$ cat src/rtl/y86_pipe_pkg.sv
// Shared Y86 pipeline encodings, F->D payload layout and elastic-register state type.
package y86_pipe_pkg;

  localparam int unsigned STAT_W  = 3;
  localparam int unsigned ICODE_W = 4;
  localparam int unsigned IFUN_W  = 4;
  localparam int unsigned REG_W   = 4;
  localparam int unsigned WORD_W  = 64;
  localparam int unsigned FD_PAYLOAD_W = STAT_W + ICODE_W + IFUN_W + 2*REG_W + 2*WORD_W;

  localparam logic [STAT_W-1:0]  STAT_BUB = 3'd0;
  localparam logic [STAT_W-1:0]  STAT_AOK = 3'd1;
  localparam logic [STAT_W-1:0]  STAT_HLT = 3'd2;
  localparam logic [STAT_W-1:0]  STAT_ADR = 3'd3;
  localparam logic [STAT_W-1:0]  STAT_INS = 3'd4;
  localparam logic [ICODE_W-1:0] INOP     = 4'h1;
  localparam logic [IFUN_W-1:0]  FNONE    = 4'h0;

  typedef struct packed {
    logic [STAT_W-1:0]  stat;
    logic [ICODE_W-1:0] icode;
    logic [IFUN_W-1:0]  ifun;
    logic [REG_W-1:0]   ra;
    logic [REG_W-1:0]   rb;
    logic [WORD_W-1:0]  valc;
    logic [WORD_W-1:0]  valp;
  } fd_payload_t;

  localparam logic [FD_PAYLOAD_W-1:0] NOP_PAYLOAD =
    {STAT_BUB, INOP, FNONE, {(2*REG_W + 2*WORD_W){1'b0}}};

  typedef enum logic [1:0] {
    EMPTY = 2'd0,
    ONE   = 2'd1,
    TWO   = 2'd2
  } state_t;

  function automatic logic [FD_PAYLOAD_W-1:0] pack_fd(input fd_payload_t p);
    return FD_PAYLOAD_W'(p);
  endfunction

  function automatic fd_payload_t unpack_fd(input logic [FD_PAYLOAD_W-1:0] v);
    return fd_payload_t'(v);
  endfunction

endpackage

$ cat src/rtl/y86_sat_counter.sv
// Event counter that increments on each enabled edge and sticks at all-ones.
module y86_sat_counter #(
  parameter int unsigned CNT_W = 32
) (
  input  logic             clk_i,
  input  logic             rst_n_i,
  input  logic             inc_i,
  output logic [CNT_W-1:0] cnt_o
);

  always_ff @(posedge clk_i) begin
    if (!rst_n_i) begin
      cnt_o <= '0;
    end else if (inc_i && (cnt_o != '1)) begin
      cnt_o <= cnt_o + CNT_W'(1);
    end
  end

endmodule

$ cat src/rtl/y86_elastic_pipe_reg.sv
// Elastic pipeline register with bubble/stall control, optional 2-entry skid buffer
// and saturating stall/bubble event counters.
module y86_elastic_pipe_reg
  import y86_pipe_pkg::*;
#(
  parameter int unsigned       DATA_W     = FD_PAYLOAD_W,
  parameter logic [DATA_W-1:0] BUBBLE_VAL = DATA_W'(NOP_PAYLOAD),
  parameter bit                SKID       = 1'b1,
  parameter int unsigned       CNT_W      = 32
) (
  input  logic              clk_i,
  input  logic              rst_n_i,
  input  logic              bubble_i,
  input  logic              stall_i,
  input  logic              in_valid_i,
  output logic              in_ready_o,
  input  logic [DATA_W-1:0] in_data_i,
  output logic              out_valid_o,
  input  logic              out_ready_i,
  output logic [DATA_W-1:0] out_data_o,
  output logic [1:0]        occ_o,
  output logic [CNT_W-1:0]  stall_cnt_o,
  output logic [CNT_W-1:0]  bubble_cnt_o
);

  state_t            state_q, state_d;
  logic [DATA_W-1:0] main_q, main_d;
  logic [DATA_W-1:0] skid_head;
  logic              in_fire, out_fire;

  assign out_valid_o = (state_q != EMPTY);
  assign occ_o       = 2'(state_q);
  assign out_data_o  = main_q;
  assign in_fire     = in_valid_i & in_ready_o;
  assign out_fire    = out_valid_o & out_ready_i;

  // Stall needs no explicit handling here: it only gates in_ready_o.
  always_comb begin
    state_d = state_q;
    main_d  = main_q;
    if (bubble_i) begin
      state_d = ONE;
      main_d  = BUBBLE_VAL;
    end else begin
      case (state_q)
        EMPTY: begin
          if (in_fire) begin
            state_d = ONE;
            main_d  = in_data_i;
          end
        end
        ONE: begin
          if (in_fire && out_fire) begin
            main_d = in_data_i;
          end else if (out_fire) begin
            state_d = EMPTY;
          end else if (in_fire) begin
            state_d = TWO;
          end
        end
        TWO: begin
          if (out_fire) begin
            state_d = ONE;
            main_d  = skid_head;
          end
        end
        default: state_d = EMPTY;
      endcase
    end
  end

  always_ff @(posedge clk_i) begin
    if (!rst_n_i) begin
      state_q <= EMPTY;
      main_q  <= BUBBLE_VAL;
    end else begin
      state_q <= state_d;
      main_q  <= main_d;
    end
  end

  if (SKID) begin : g_skid
    logic [DATA_W-1:0] skid_q;
    logic              skid_load;

    // Skid captures the arrival that finds main full and not draining.
    assign skid_load = (state_q == ONE) & in_fire & ~out_fire;

    always_ff @(posedge clk_i) begin
      if (!rst_n_i) begin
        skid_q <= '0;
      end else if (skid_load) begin
        skid_q <= in_data_i;
      end
    end

    assign skid_head  = skid_q;
    assign in_ready_o = (state_q != TWO) & ~stall_i & ~bubble_i;
  end else begin : g_noskid
    assign skid_head  = BUBBLE_VAL;
    assign in_ready_o = (~out_valid_o | out_ready_i) & ~stall_i & ~bubble_i;
  end

  y86_sat_counter #(.CNT_W(CNT_W)) u_stall_cnt (
    .clk_i   (clk_i),
    .rst_n_i (rst_n_i),
    .inc_i   (stall_i),
    .cnt_o   (stall_cnt_o)
  );

  y86_sat_counter #(.CNT_W(CNT_W)) u_bubble_cnt (
    .clk_i   (clk_i),
    .rst_n_i (rst_n_i),
    .inc_i   (bubble_i),
    .cnt_o   (bubble_cnt_o)
  );

endmodule

$ cat config.mk
export PLATFORM = sky130hd
export DESIGN_NAME = y86_elastic_pipe_reg
export DESIGN_NICKNAME = d
export VERILOG_FILES = /design/src/rtl/y86_pipe_pkg.sv /design/src/rtl/y86_sat_counter.sv /design/src/rtl/y86_elastic_pipe_reg.sv
export SDC_FILE = /design/constraint.sdc
export NUM_CORES = 1
export LEC_CHECK = 0
export CORE_UTILIZATION = 53
export DETAILED_ROUTE_END_ITERATION = 10
export MAX_ROUTING_LAYER = met4
export PLACE_DENSITY = 0.91
export SYNTH_ARGS = -nofsm -noshare
export SYNTH_HDL_FRONTEND = slang
export SYNTH_SLANG_ARGS = --single-unit
$ cat constraint.sdc
create_clock -name clk_i -period 6.25 [get_ports clk_i]
set_input_delay 0.625 -clock clk_i [delete_from_list [all_inputs] [get_ports clk_i]]
set_output_delay 0.625 -clock clk_i [all_outputs]
set_load 0.01 [all_outputs]
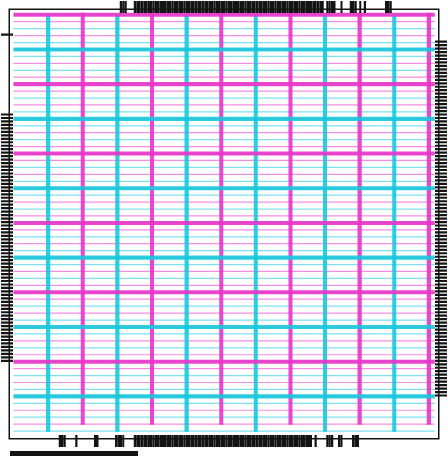
Fig. 1. Supply network.
Bar = 50 µm. Pins as bars on the die edge.
legend:
  VDD:
    color: magenta
  VSS:
    color: cyan
rows: 60
met4 straps: 12
IR drop worst, VDD: 0.206 mV
core outline area: 27,000 µm²
Horiz. Die Dim: 168 µm

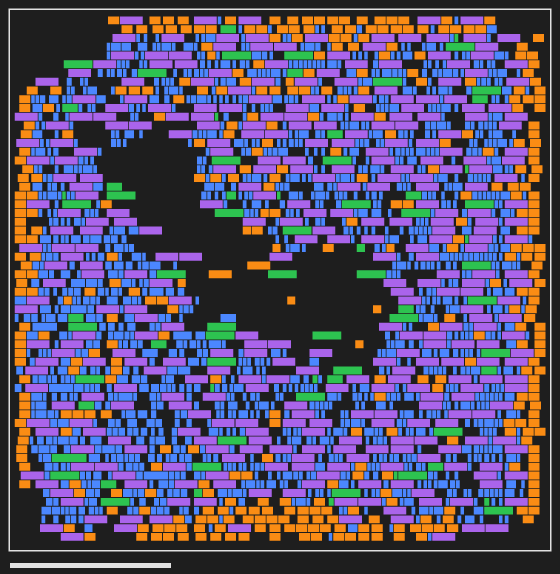
Fig. 2. Placement by cell class.
Bar = 50 µm.
legend:
  other buffers and delay cells:
    color: orange
    cells: 380
    share_of_their_area: 20%
  clock drivers and dummy loads:
    color: green
    cells: 69
    share_of_their_area: 6.7%
  combinational and other logic:
    color: blue
    cells: 1,359
    share_of_their_area: 36%
  flops:
    color: purple
    cells: 360
    share_of_their_area: 38%
register fraction of the total cell area: 36.9%
std cell rows: 60
fin area: 19,500 µm²
final core utilization: 72.5%

==> changes_impl.md <==
### Physical design

* Placed insts at 2,440
* Worst-path clk slew at 60 ps
* Cts bufs inserted at 38
* Area taken by flip-flops and latches at 7210 µm²
* Arrival time reported for the critical path endpoint at 3890 ps
* Routing usage on met2 at 52.1%
* Number of antenna violations at the first check in global routing at 1
* Worst hold path depth at 2
* Count of library flops with an enable pin at 0
* Total I/O pin count at 368
* Total DRC errors in the routed layout at 0
* Number of levels the H-tree was split into at 2
* Met3 demand-to-capacity share in global routing at 7.36%
* Met2 layer wire length in the routed design at 21.7 mm
* Slew Limit Headroom at 30.3%
* Sum of met3 wire segment lengths after detailed routing at 3.75 mm
* Chip Area, Yosys at 14,600 µm²
* Mux share at 1.03%
* First-pass iteration count of the detailed router at 5
* Via count of the first global-routing pass at 14,200
* CTS tree: done
* Commonest cells after routing, fill and taps aside: nand2_1, clkdlybuf4s50_1, dfxtp_1
* Dominant logic cell type in the layout: nand2_1
* Seq share, synth at 49.5%
* Multi-input gate area in the final layout at 6760 µm²
* Number of nets at floorplan at 2,017
* Total power of the final layout at 5060 µW
* Peak clock frequency supported by timing at 0.288 GHz
* Post-synthesis instance area at 14,600 µm²
* Worst hold slack after final layout at 453 ps
* Routed metal-1 wire length at 16.8 mm
* Synth-to-Final Area Change at 34.0%
* Signal buffers at 380
* Total number of warnings across the stage logs at 32
* Area fraction of clock buffers and clock inverters at 6.56%
* Clock buffer cells at 62
* Shortest clock period the worst path allows after layout at 3480 ps
* TNS Setup at 0 ps
* Number of I/O port buffers at 367
* Inverters at 12
* Synth top cell by count: nand2_1
* Number of nets in the final layout at 2,294
* CP required at 6660 ps
* Number of antenna repair diodes at 1
* Die area at 28,200 µm²
* Max-cap check violation count at 0
* Main combinational cell family by area after synthesis: simple AND/OR/NAND/NOR gates
* Max-slew violation count at 0
* Worst setup SP type: input port
* Leading post-synthesis cells by instance count: nand2_1, dfxtp_1, a21oi_1
* Type of the setup path with the least slack: in2reg
* Ys flops at 360
* Global routing's busiest layer: met2
* Crit path from: bubble_i
* Number of sinks on the clock net at 360
* Highest metal layer with signal wires: met4
* Global-route wire length before repair at 70.4 mm
* Cell count after synthesis at 1,862
* Post-DP Area at 18,200 µm²
* Result of the run: complete, no violations
* Share of post-route cells with drive strength above 1 at 4.24%
* Type of the tightest min-delay check: reg2reg
* Worst-case setup slack after placement at 2330 ps
* Worst-path fanout max at 128
* Number of inserted filler cells in the final layout at 1,937
* Endpoint of the lowest-slack register-to-register path: out_data_o[49]
* Startpoint of the worst register-to-register path: occ_o[1]
* Maximum buffer depth of the clock tree at 3
* Share of cell area taken by multi-input logic gates at 34.6%
* Transition time of the tightest slew-check pin at 1040 ps
* Worst setup path end: out_data_o[45]
* Post-Synth AOI/OAI Area at 17.6%
* Met1 usage in global routing at 34.9%
* Worst-case register-to-register setup slack at 2890 ps
* Critical path capture point type: register
* Post-route setup slack at 2770 ps
* Overflow left after global routing at 0
* Cell accounting for the most synthesized area: dfxtp_1
* Area fraction in and, or, nand and nor cells at 26.7%
* Filler-free cell count of the finished design at 2,510
* CTS hold repair buffers at 0
* Proportion of synthesized flip-flops having asynchronous set or reset at 0%
* Cycle use final at 55.6%
* Synth area leaders: dfxtp_1, nand2_1, a311oi_1
* Number of warnings issued by yosys at 0
* Core utilization before placement at 54.1%
* Fraction of synthesized cell area in xor and xnor cells at 0.601%
* Average vias per placed instance at 5.93
* Final Hold Viols at 0
* GPL Wtd Cong at 0.855
* Count of instantiated cells in the yosys netlist at 1,862
* Count of flip-flops and latches at 360
* Antenna Nets Post-Route at 0
* Dominant kind of cell: sequential cells
* Setup repair after global routing missed its margin: no
* Number of buffers inserted to repair setup after CTS at 0
* Distinct lib cells at 54
* Detail Placement HPWL at 28.0 mm
* Mi-comb count at 1,347
* Gates resized, CTS repair at 0
* Total power per unit cell area at 259 nW/µm²
* Pin count of the biggest net entering global routing at 129
* Post-synth top flop: dfxtp_1
* Fraction of cell area in non-clock buffers at 19.4%
* Total leakage power at 0.00666 µW
* Tap cell instance count at 341
* Mean instance size in the synthesized netlist at 7.82 µm²
* Starting DRC count in detailed routing at 1,469
* Share of the synthesized area in the top cell type at 49.5%
* R2r worst-path depth at 5
* Count of final setup violators at 0
* Adder-cell share of the synthesized area at 0.172%
* CTS Root Cell: clkbuf_16
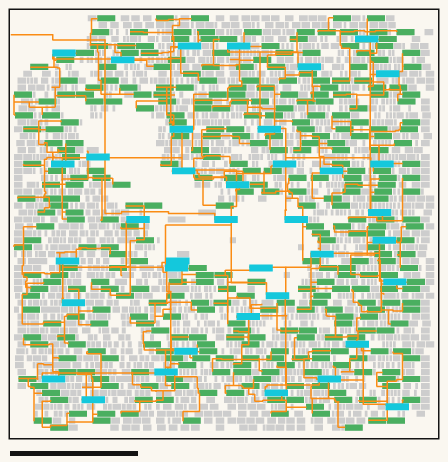
Fig. 3. Clock network drawn from the DEF.
Bar = 50 µm.
legend:
  flip-flops:
    color: green
    count: 360
  clock wires:
    color: orange
    length: 4,110 µm
  clock drivers:
    color: cyan
    count: 38
flops lie: widely spread
clock insertion delay at the later pin of the skew report: 520 ps
worst clock skew on the final layout: 17.5 ps
power in the clock group: 2280 µW
clock power share: 45.1%

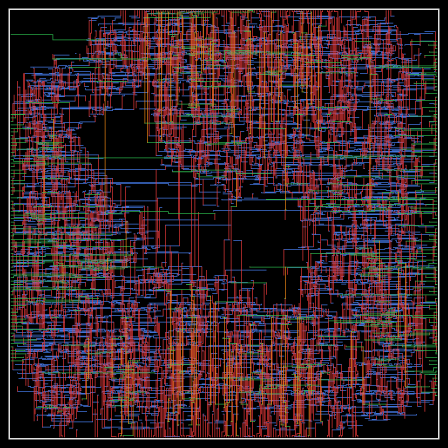
Fig. 4. Metal layers overlaid.
legend:
  metal 3:
    color: green
    wire_length: 3,750 µm
  metal 4:
    color: orange
    wire_length: 2,430 µm
  metal 1:
    color: blue
    wire_length: 16,800 µm
  metal 2:
    color: red
    wire_length: 21.7 mm
overall track demand over capacity in global routing: 31.3%
average routed wire per standard cell: 17.8 µm
vias: 14,900
detailed-route wire length: 44.6 mm

report_power, final:
| group | switching (µW) | internal, µW |
|---|---|---|
| clock | 912 | 1370 |
| sequential | 29.0 | 2340 |
| combinational | 216 | 194 |
how the worst min path moves through the flow:
stage	startpoint	to	slack [ps]
after floorplan	g_skid.skid_q[0]	g_skid.skid_q[0]	440
after global placement	g_skid.skid_q[52]	g_skid.skid_q[52]	440
after detailed placement	g_skid.skid_q[27]	g_skid.skid_q[27]	450
after CTS	g_skid.skid_q[27]	g_skid.skid_q[27]	450
after global routing	g_skid.skid_q[76]	g_skid.skid_q[76]	470
final	g_skid.skid_q[118]	g_skid.skid_q[118]	450
worst max-delay path, stage by stage:
cell and delay (ps):
clkdlybuf4s50_1 630, nor4b_1 820, a21oi_1 160, o21ai_4 660, buf_12 470, nor2_1 100, a311oi_1 310
Power figures rest on the tool's default switching activity, not on a simulated workload.
